$ cat config.mk
export PLATFORM = sky130hd
export DESIGN_NAME = mips_mult_pipe_flat
export DESIGN_NICKNAME = d
export VERILOG_FILES = /design/src/rtl/mips_pkg.sv /design/src/rtl/mips_mult_pipe_if.sv /design/src/rtl/mips_mult_pp16.sv /design/src/rtl/mips_mult_pipe.sv /design/src/flat_wrapper.sv
export SDC_FILE = /design/constraint.sdc
export NUM_CORES = 2
export LEC_CHECK = 0
export ABC_AREA = 0
export CAP_MARGIN = 15
export CORE_AREA = 2 2 351 353
export DETAILED_ROUTE_END_ITERATION = 8
export DIE_AREA = 0 0 353 355
export PLACE_DENSITY = 0.65
export SLEW_MARGIN = 20
export SYNTH_ARGS = -nofsm -noshare
export SYNTH_HDL_FRONTEND = slang
export SYNTH_SLANG_ARGS = --single-unit
$ cat constraint.sdc
create_clock -name clk -period 8.7 [get_ports clk]
set_input_delay 1.74 -clock clk [delete_from_list [all_inputs] [get_ports clk]]
set_output_delay 1.74 -clock clk [all_outputs]
set_load 0.05 [all_outputs]
$ cat src/rtl/mips_pkg.sv
// Shared definitions for the pipelined MIPS multiplier.
//
// Holds the width constants, the fixed pipeline depth, the per-stage record
// used for the operand stage, and the reset-flop macro used for every
// register in the multiplier.
//
// Contents:
//   DATA_W       operand width (the product is 2*DATA_W wide)
//   REG_ADDR_W   register-file address width
//   N_STAGES     pipeline depth P0,P1,P2,P3,W (fixed, not a parameter)
//   mult_stage_t valid / signedness / destination / data record

// Asynchronous active-low reset flop: q_ takes rv_ while rst_n_ is low,
// otherwise it loads d_ on every rising clock edge.
`ifndef MIPS_DFF_AR
`define MIPS_DFF_AR(q_, d_, rv_, clk_, rst_n_) \
    always_ff @(posedge clk_ or negedge rst_n_) begin \
        if (!rst_n_) q_ <= rv_; \
        else         q_ <= d_; \
    end
`endif

package mips_pkg;

    localparam int DATA_W     = 32;
    localparam int REG_ADDR_W = 5;
    localparam int N_STAGES   = 5;
    localparam int CNT_W      = 3;

    // One pipeline slot: the valid bit alone qualifies the other fields.
    typedef struct packed {
        logic                    valid;
        logic                    is_signed;
        logic [REG_ADDR_W-1:0]   dest;
        logic [2*DATA_W-1:0]     data;
    } mult_stage_t;

endpackage

$ cat src/rtl/mips_mult_pipe_if.sv
// Bus between decode / write-back and the pipelined multiplier.
//
// master modport (decode side): drives the issue request, operands and
// destination; observes write-back, per-stage valid/dest and the in-flight
// count.
// slave modport (multiplier): the reverse.
//
// Signals:
//   mult_start_D, stall, flush, signed_D   issue control
//   src_a_D, src_b_D, dest_addr_D           operands and destination
//   wb_valid_W, wb_addr_W, wb_lo_W, wb_hi_W write-back
//   stage_valid[3:0], stage_dest[3:0]       P0..P3 hazard view
//   inflight_cnt                            ops live in P0..W
interface mips_mult_pipe_if #(
    parameter int DATA_W = mips_pkg::DATA_W
);
    import mips_pkg::*;

    logic                            mult_start_D;
    logic                            stall;
    logic                            flush;
    logic                            signed_D;
    logic [DATA_W-1:0]               src_a_D;
    logic [DATA_W-1:0]               src_b_D;
    logic [REG_ADDR_W-1:0]           dest_addr_D;

    logic                            wb_valid_W;
    logic [REG_ADDR_W-1:0]           wb_addr_W;
    logic [DATA_W-1:0]               wb_lo_W;
    logic [DATA_W-1:0]               wb_hi_W;
    logic [3:0]                      stage_valid;
    logic [3:0][REG_ADDR_W-1:0]      stage_dest;
    logic [CNT_W-1:0]                inflight_cnt;

    modport master (
        output mult_start_D, stall, flush, signed_D,
               src_a_D, src_b_D, dest_addr_D,
        input  wb_valid_W, wb_addr_W, wb_lo_W, wb_hi_W,
               stage_valid, stage_dest, inflight_cnt
    );

    modport slave (
        input  mult_start_D, stall, flush, signed_D,
               src_a_D, src_b_D, dest_addr_D,
        output wb_valid_W, wb_addr_W, wb_lo_W, wb_hi_W,
               stage_valid, stage_dest, inflight_cnt
    );

endinterface

$ cat src/rtl/mips_mult_pp16.sv
// Partial-product cell: multiplies two IN_W-bit halves, each independently
// treated as signed or unsigned, and returns the product modulo 2^OUT_W.
//
// Ports:
//   a_i, b_i                 IN_W-bit operand halves
//   a_signed_i, b_signed_i   1 = sign-extend that half, 0 = zero-extend
//   p_o                      OUT_W-bit product (two's complement, truncated)
module mips_mult_pp16 #(
    parameter int IN_W  = 16,
    parameter int OUT_W = 32
) (
    input  logic [IN_W-1:0]  a_i,
    input  logic [IN_W-1:0]  b_i,
    input  logic             a_signed_i,
    input  logic             b_signed_i,
    output logic [OUT_W-1:0] p_o
);

    logic [OUT_W-1:0] a_ext;
    logic [OUT_W-1:0] b_ext;

    assign a_ext = {{(OUT_W-IN_W){a_signed_i & a_i[IN_W-1]}}, a_i};
    assign b_ext = {{(OUT_W-IN_W){b_signed_i & b_i[IN_W-1]}}, b_i};

    // Once both operands are extended to OUT_W, a plain truncated multiply
    // gives the exact product modulo 2^OUT_W for any signedness mix.
    assign p_o = a_ext * b_ext;

endmodule

$ cat src/rtl/mips_mult_pipe.sv
// Five-stage pipelined DATA_W x DATA_W multiplier for the MIPS core.
//
//   P0  registers operands, sign flag and destination
//   P1  four half-width partial products (LL, LH, HL, HH)
//   P2  sums the two cross terms
//   P3  forms the final 2*DATA_W product
//   W   registers the result and raises wb_valid_W for one cycle
//
// The pipe never stalls: stall only blocks issue. flush kills every in-flight
// op and any issue in the same cycle.
//
// Ports:
//   clk   single clock
//   rst   asynchronous, active-low reset
//   bus   mips_mult_pipe_if slave modport (issue, write-back, hazard view)
module mips_mult_pipe #(
    parameter int DATA_W = mips_pkg::DATA_W
) (
    input  logic            clk,
    input  logic            rst,
    mips_mult_pipe_if.slave bus
);
    import mips_pkg::*;

    localparam int HW     = DATA_W / 2;
    localparam int PW     = 2 * DATA_W;
    localparam int CW     = DATA_W + HW;
    // Stages after P0 are tracked in vld_q/dst_q: index 0=P1, 1=P2, 2=P3, 3=W.
    localparam int N_PIPE = N_STAGES - 1;
    localparam int W_IDX  = N_PIPE - 1;

    logic                               issue;

    mult_stage_t                        p0_d, p0_q;
    logic [N_PIPE-1:0]                  vld_d, vld_q;
    logic [N_PIPE-1:0][REG_ADDR_W-1:0]  dst_d, dst_q;
    logic [N_PIPE-1:0]                  up_vld;
    logic [N_PIPE-1:0][REG_ADDR_W-1:0]  up_dst;

    logic [PW-1:0]                      p1_base_d, p1_base_q;
    logic [CW-1:0]                      p1_lh_d, p1_lh_q;
    logic [CW-1:0]                      p1_hl_d, p1_hl_q;
    logic [PW-1:0]                      p2_base_d, p2_base_q;
    logic [CW-1:0]                      p2_mid_d, p2_mid_q;
    logic [PW-1:0]                      p3_prod_d, p3_prod_q;
    logic [PW-1:0]                      w_prod_d, w_prod_q;
    logic [CNT_W-1:0]                   cnt_d, cnt_q;

    logic [HW-1:0]                      a_lo, a_hi, b_lo, b_hi;
    logic [DATA_W-1:0]                  pp_ll, pp_hh;
    logic [CW-1:0]                      pp_lh, pp_hl;

    assign issue = bus.mult_start_D & ~bus.stall & ~bus.flush;

    assign {a_hi, a_lo} = p0_q.data[PW-1:DATA_W];
    assign {b_hi, b_lo} = p0_q.data[DATA_W-1:0];

    // The low halves are always unsigned; only the high halves carry the sign.
    // LL and HH only matter modulo 2^DATA_W because they land in disjoint
    // halves of the product; the cross terms only matter modulo 2^CW because
    // they are shifted left by HW.
    mips_mult_pp16 #(.IN_W(HW), .OUT_W(DATA_W)) u_pp_ll (
        .a_i        (a_lo),
        .b_i        (b_lo),
        .a_signed_i (1'b0),
        .b_signed_i (1'b0),
        .p_o        (pp_ll)
    );

    mips_mult_pp16 #(.IN_W(HW), .OUT_W(CW)) u_pp_lh (
        .a_i        (a_lo),
        .b_i        (b_hi),
        .a_signed_i (1'b0),
        .b_signed_i (p0_q.is_signed),
        .p_o        (pp_lh)
    );

    mips_mult_pp16 #(.IN_W(HW), .OUT_W(CW)) u_pp_hl (
        .a_i        (a_hi),
        .b_i        (b_lo),
        .a_signed_i (p0_q.is_signed),
        .b_signed_i (1'b0),
        .p_o        (pp_hl)
    );

    mips_mult_pp16 #(.IN_W(HW), .OUT_W(DATA_W)) u_pp_hh (
        .a_i        (a_hi),
        .b_i        (b_hi),
        .a_signed_i (p0_q.is_signed),
        .b_signed_i (p0_q.is_signed),
        .p_o        (pp_hh)
    );

    // Valid/destination chain: each stage takes what the stage before held.
    // flush clears every valid bit; destinations only move with a valid op
    // so an empty stage keeps its last address.
    assign up_vld = {vld_q[N_PIPE-2:0], p0_q.valid};
    assign up_dst = {dst_q[N_PIPE-2:0], p0_q.dest};

    always_comb begin
        p0_d       = p0_q;
        p0_d.valid = issue;
        if (issue) begin
            p0_d.is_signed = bus.signed_D;
            p0_d.dest      = bus.dest_addr_D;
            p0_d.data      = {bus.src_a_D, bus.src_b_D};
        end

        vld_d = up_vld & {N_PIPE{~bus.flush}};
        dst_d = dst_q;
        for (int k = 0; k < N_PIPE; k++) begin
            if (up_vld[k]) begin
                dst_d[k] = up_dst[k];
            end
        end
    end

    // Datapath registers load only when the feeding stage holds a valid op.
    // LL and HH occupy disjoint halves, so P1 stores them concatenated as one
    // partial sum; P3 then needs a single add of the shifted cross term.
    always_comb begin
        p1_base_d = p1_base_q;
        p1_lh_d   = p1_lh_q;
        p1_hl_d   = p1_hl_q;
        p2_base_d = p2_base_q;
        p2_mid_d  = p2_mid_q;
        p3_prod_d = p3_prod_q;
        w_prod_d  = w_prod_q;

        if (p0_q.valid) begin
            p1_base_d = {pp_hh, pp_ll};
            p1_lh_d   = pp_lh;
            p1_hl_d   = pp_hl;
        end
        if (vld_q[0]) begin
            p2_base_d = p1_base_q;
            p2_mid_d  = p1_lh_q + p1_hl_q;
        end
        if (vld_q[1]) begin
            p3_prod_d = p2_base_q + {p2_mid_q, {HW{1'b0}}};
        end
        if (vld_q[2]) begin
            w_prod_d = p3_prod_q;
        end
    end

    // In-flight counter: +1 on issue, -1 as W retires; flush empties the pipe.
    always_comb begin
        cnt_d = cnt_q;
        if (bus.flush) begin
            cnt_d = '0;
        end else begin
            cnt_d = cnt_q + CNT_W'(issue) - CNT_W'(vld_q[W_IDX]);
        end
    end

    `MIPS_DFF_AR(p0_q,      p0_d,      '0, clk, rst)
    `MIPS_DFF_AR(vld_q,     vld_d,     '0, clk, rst)
    `MIPS_DFF_AR(dst_q,     dst_d,     '0, clk, rst)
    `MIPS_DFF_AR(p1_base_q, p1_base_d, '0, clk, rst)
    `MIPS_DFF_AR(p1_lh_q,   p1_lh_d,   '0, clk, rst)
    `MIPS_DFF_AR(p1_hl_q,   p1_hl_d,   '0, clk, rst)
    `MIPS_DFF_AR(p2_base_q, p2_base_d, '0, clk, rst)
    `MIPS_DFF_AR(p2_mid_q,  p2_mid_d,  '0, clk, rst)
    `MIPS_DFF_AR(p3_prod_q, p3_prod_d, '0, clk, rst)
    `MIPS_DFF_AR(w_prod_q,  w_prod_d,  '0, clk, rst)
    `MIPS_DFF_AR(cnt_q,     cnt_d,     '0, clk, rst)

    assign bus.wb_valid_W   = vld_q[W_IDX];
    assign bus.wb_addr_W    = dst_q[W_IDX];
    assign bus.wb_lo_W      = w_prod_q[DATA_W-1:0];
    assign bus.wb_hi_W      = w_prod_q[PW-1:DATA_W];
    assign bus.stage_valid  = {vld_q[2:0], p0_q.valid};
    assign bus.stage_dest   = {dst_q[2], dst_q[1], dst_q[0], p0_q.dest};
    assign bus.inflight_cnt = cnt_q;

endmodule

$ cat src/flat_wrapper.sv
// flat-port wrapper written by rule: the top's interface ports become plain ports
module mips_mult_pipe_flat import mips_pkg::*;
#(
    parameter int DATA_W = mips_pkg::DATA_W
)
  (clk, rst, bus_mult_start_D, bus_stall, bus_flush, bus_signed_D, bus_src_a_D, bus_src_b_D, bus_dest_addr_D, bus_wb_valid_W, bus_wb_addr_W, bus_wb_lo_W, bus_wb_hi_W, bus_stage_valid, bus_stage_dest, bus_inflight_cnt);
  mips_mult_pipe_if #(.DATA_W(DATA_W)) bus_i ();
  input  logic clk;
  input  logic rst;
  input wire logic [$bits(bus_i.mult_start_D)-1:0] bus_mult_start_D;
  input wire logic [$bits(bus_i.stall)-1:0] bus_stall;
  input wire logic [$bits(bus_i.flush)-1:0] bus_flush;
  input wire logic [$bits(bus_i.signed_D)-1:0] bus_signed_D;
  input wire logic [$bits(bus_i.src_a_D)-1:0] bus_src_a_D;
  input wire logic [$bits(bus_i.src_b_D)-1:0] bus_src_b_D;
  input wire logic [$bits(bus_i.dest_addr_D)-1:0] bus_dest_addr_D;
  output wire logic [$bits(bus_i.wb_valid_W)-1:0] bus_wb_valid_W;
  output wire logic [$bits(bus_i.wb_addr_W)-1:0] bus_wb_addr_W;
  output wire logic [$bits(bus_i.wb_lo_W)-1:0] bus_wb_lo_W;
  output wire logic [$bits(bus_i.wb_hi_W)-1:0] bus_wb_hi_W;
  output wire logic [$bits(bus_i.stage_valid)-1:0] bus_stage_valid;
  output wire logic [$bits(bus_i.stage_dest)-1:0] bus_stage_dest;
  output wire logic [$bits(bus_i.inflight_cnt)-1:0] bus_inflight_cnt;
  assign bus_i.mult_start_D = bus_mult_start_D;
  assign bus_i.stall = bus_stall;
  assign bus_i.flush = bus_flush;
  assign bus_i.signed_D = bus_signed_D;
  assign bus_i.src_a_D = bus_src_a_D;
  assign bus_i.src_b_D = bus_src_b_D;
  assign bus_i.dest_addr_D = bus_dest_addr_D;
  assign bus_wb_valid_W = bus_i.wb_valid_W;
  assign bus_wb_addr_W = bus_i.wb_addr_W;
  assign bus_wb_lo_W = bus_i.wb_lo_W;
  assign bus_wb_hi_W = bus_i.wb_hi_W;
  assign bus_stage_valid = bus_i.stage_valid;
  assign bus_stage_dest = bus_i.stage_dest;
  assign bus_inflight_cnt = bus_i.inflight_cnt;
  mips_mult_pipe #(.DATA_W(DATA_W)) u_core (.clk(clk), .rst(rst), .bus(bus_i));
endmodule
==> images/power_grid.png <==
The bar under the picture is 100 um long. Pins as bars on the die edge. Tap cells in gray.
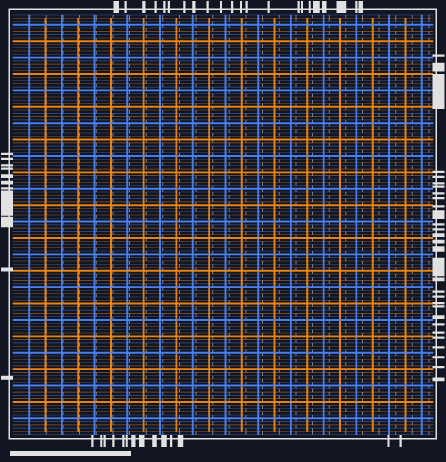
Key: VSS = blue; VDD = orange
The core has 128 rows. 172 signal pins sit on the boundary. 25 straps on met4.

==> images/placement_by_type.png <==
The bar under the picture is 100 um long.
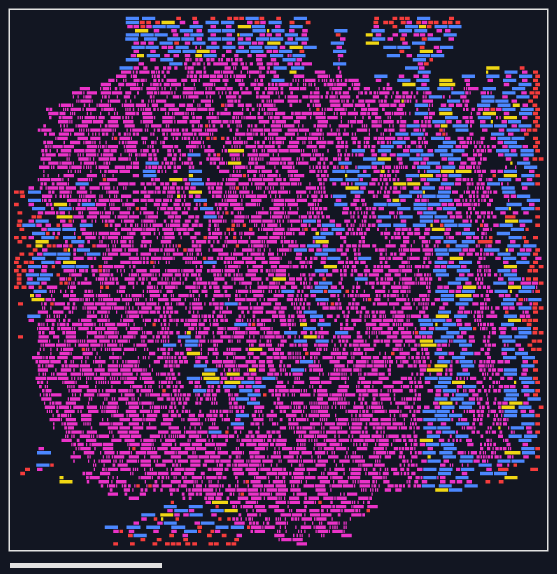
Key: clock drivers and dummy loads = yellow [cells 103]; combinational and other logic = magenta [cells 5380]; other buffers and delay cells = red [cells 269]; flops = blue [cells 470]
post-layout instance area: 0.0659 mm2
row count: 128
Util after Layout: 54.3%

==> images/clk_routes.png <==
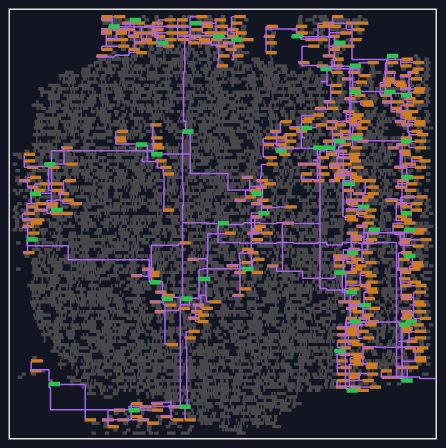
Key: flip-flops = orange [count 470]; clock wires = purple [length 7190 um]; clock drivers = green [count 56]
Position of the flops: spread over the die. There are 57 routed clock nets.
clk_skew: 0.0383 ns

==> images/wires.png <==
The bar under the picture is 100 um long. Only two layers are drawn.
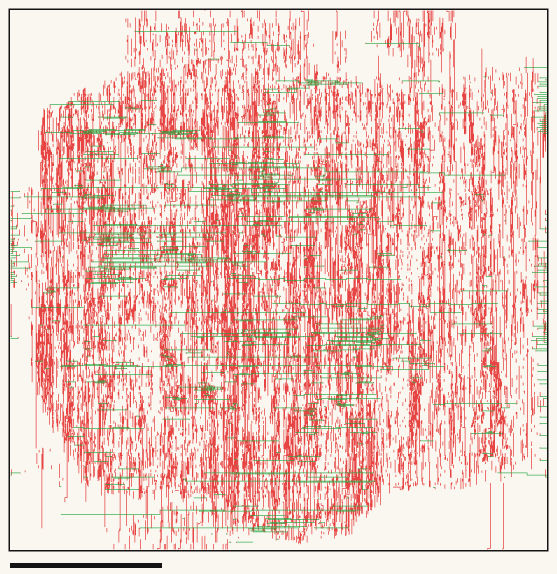
Key: metal 2 = red [wire length 69.3 mm]; metal 3 = green [wire length 10300 um]
Global Route Usage Sum: 24.8%
final wirelength: 152000 um
wire per inst: 19.4 um
detailed-route via count: 42000

==> images/placement.png <==
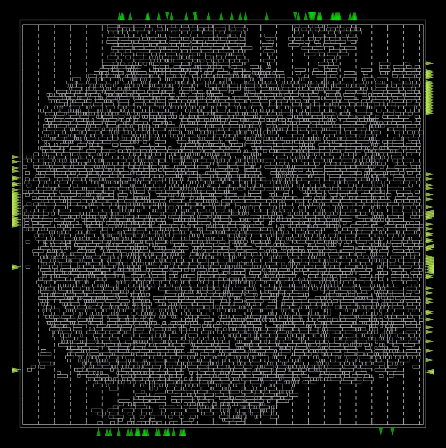
Filler cells: 11000
num tapcells: 1625
Core ar.: 0.121 mm2

==> results.py <==
# Generated from Yosys and OpenROAD reports
metrics = {
    "synthesis": {
        "syn_inst": 6132,
        "top_cell_area_share_pct": 32.1,
        "ys_top_logic_family": "adder cells",
        "synth-simple-area-share_pct": 12.4,
        "ys.flop_type": "dfrtp_1",
        "ys_seq_share_pct": 19.5,
        "yosysTopAreaCell": "fa_1",
        "edf_count": 0,
        "ys_cells": 6132,
        "synth-area-yosys_mm2": 0.0604,
        "adder_share_pct": 42.1,
        "syn_area_mm2": 0.0604,
        "synth.most_common_cell": "inv_1",
        "top_cells_by_count": "inv_1 (1223), fa_1 (967), nand2_1 (690), and2_1 (497), ha_1 (484)",
        "synth_compound_gate_area_share_pct": 6.75,
        "synth.ff_latch_count": 470,
        "syn_nets": 7658,
        "mux_share_pct": 7.24,
        "synth_warnings": 0,
        "synth_area_per_cell_um2": 9.84,
        "async_flop_share_pct": 100,
        "synth.area.top_cells": "fa_1 (32%), dfrtp_1 (19%), ha_1 (10%), inv_1 (7.6%), mux2_2 (7.2%)",
        "xor_share_pct": 2.67,
        "ys_types": 96,
    },
    "layout": {
        "most-common-layout-cells": "inv_1 (1222), fa_1 (967), nand2_1 (690)",
        "logic_area_mm2": 0.0429,
        "comb.multi_input.count": 4157,
        "clock_cell_area_share_pct": 3.07,
        "fin_cells": 7847,
        "seq_cells": 470,
        "finalNetCount": 7703,
        "nClkBuffers": 77,
        "buffer_area_share_pct": 3.79,
        "ff_latch_area_mm2": 0.0118,
        "sh_seq_area_pct": 17.9,
        "n_all_inverters": 1223,
        "syn2layout_area_growth_pct": 9.12,
        "n_all_buffers": 269,
        "drive_above_1_share_pct": 10.4,
        "diodes": 0,
        "sh_comb_area_pct": 65.2,
        "largestClassByArea": "multi-input combinational cells",
        "mostFrequentLayoutCell": "inv_1",
    },
    "detailed_routing": {
        "route.detailed.drc": 0,
        "drt_iter0_drc": 2518,
        "wl_met2_um": 69300,
        "m1WireLength_um": 68500,
        "antenna_left": 0,
        "highest-signal-layer": "met5",
        "dr_wl_met3_um": 10300,
        "avgViaCountPerCell": 5.35,
        "dr.pass1.iters": 5,
    },
    "global_route": {
        "grt-ovfl-total": 0,
        "grt_pass1_vias": 44400,
        "met3_usage_pct": 4.18,
        "antenna_found_initial": 10,
        "grt_use_met2_pct": 40.0,
        "grt.met1_usage_pct": 34.8,
        "grt_max_degree": 146,
        "top_usage_layer": "met2",
        "grt_pass1_wl_um": 246000,
    },
    "final_timing": {
        "rsz0062_at_grt": "false",
        "timing.fmax_mhz": 137,
        "tns_ns": 0,
        "final.period_utilization_pct": 84.1,
        "slew_violations": 0,
        "setup_violations": 0,
        "hold_viol": 0,
        "slew_headroom_pct": 27.6,
        "timing.hold.ws_ns": 0.474,
        "period_minus_slack_ns": 7.32,
        "setup_slack_ns": 1.38,
        "tightest_slew_ns": 1.09,
    },
    "clock_tree": {
        "cts_hold_buffers": 0,
        "clock_path_buffers": 3,
        "cts_tree": "done",
        "cts_buffers": 56,
        "postCtsSetupRepairBufs": 0,
        "clock_sink_count": 470,
        "post_cts_resize_count": 0,
        "htree_levels": 2,
        "clock_latency_ns": 0.68,
        "root_buffer": "clkbuf_16",
        "clk_pin_slew_worst_paths_ns": 0.06,
    },
    "setup_path": {
        "crit_type": "reg2reg",
        "crit_path_end_kind": "register",
        "cp-endpoint": "u_core.p1_base_q[62]$_DFFE_PN0P_",
        "cp_cell_sequence": "and2_1, nand2_1, inv_1, fa_1, fa_1, inv_1, fa_1, inv_1, fa_1, fa_1, inv_1, fa_1, inv_1, ha_1, a21oi_1, a21boi_0, nor4_1, o311ai_1, nand3_1, a31oi_1, a31oi_1, xnor2_1, mux2_2",
        "crit_required_ns": 9.23,
        "cp_slowest_stage_delay_ns": 0.69,
        "ff2ff_setup_slack_ns": 1.38,
        "cp_max_fo": 12,
        "timing.rr.end": "u_core.p1_base_q[62]$_DFFE_PN0P_",
        "worstReg2RegStart": "u_core.p0_q[69]$_DFFE_PN0P_",
        "path_depth": 23,
        "critPathLaunch": "u_core.p0_q[69]$_DFFE_PN0P_",
        "crit_path_frequent_cell": "fa_1",
        "crit_buf_inv": 5,
        "reg2reg_depth": 23,
        "crit_family": "adder cells",
        "slowest_stage": "dfrtp_1",
    },
    "place": {
        "io_buffers": 171,
        "dp.cells": 7743,
        "place.gp.congestion": 0.905,
        "dpl_cell_area_mm2": 0.0638,
        "pre_cts_slack_ns": 1.46,
        "dp.final_hpwl_um": 121000,
    },
    "floorplanning": {
        "die_h_um": 355,
        "dieWidth_um": 353,
        "fp-utilization_pct": 49.7,
        "die_area_mm2": 0.125,
        "ios": 172,
    },
    "job": {
        "drv_cap": 0,
        "warnings": 29,
    },
    "min_path": {
        "hold_class": "reg2reg",
        "worstHoldStart": "u_core.p1_base_q[46]$_DFFE_PN0P_",
        "min_to": "u_core.p1_base_q[46]$_DFFE_PN0P_",
        "worstHoldPathCells": 1,
    },
    "status": {
        "outcome": "complete, no violations",
    },
}
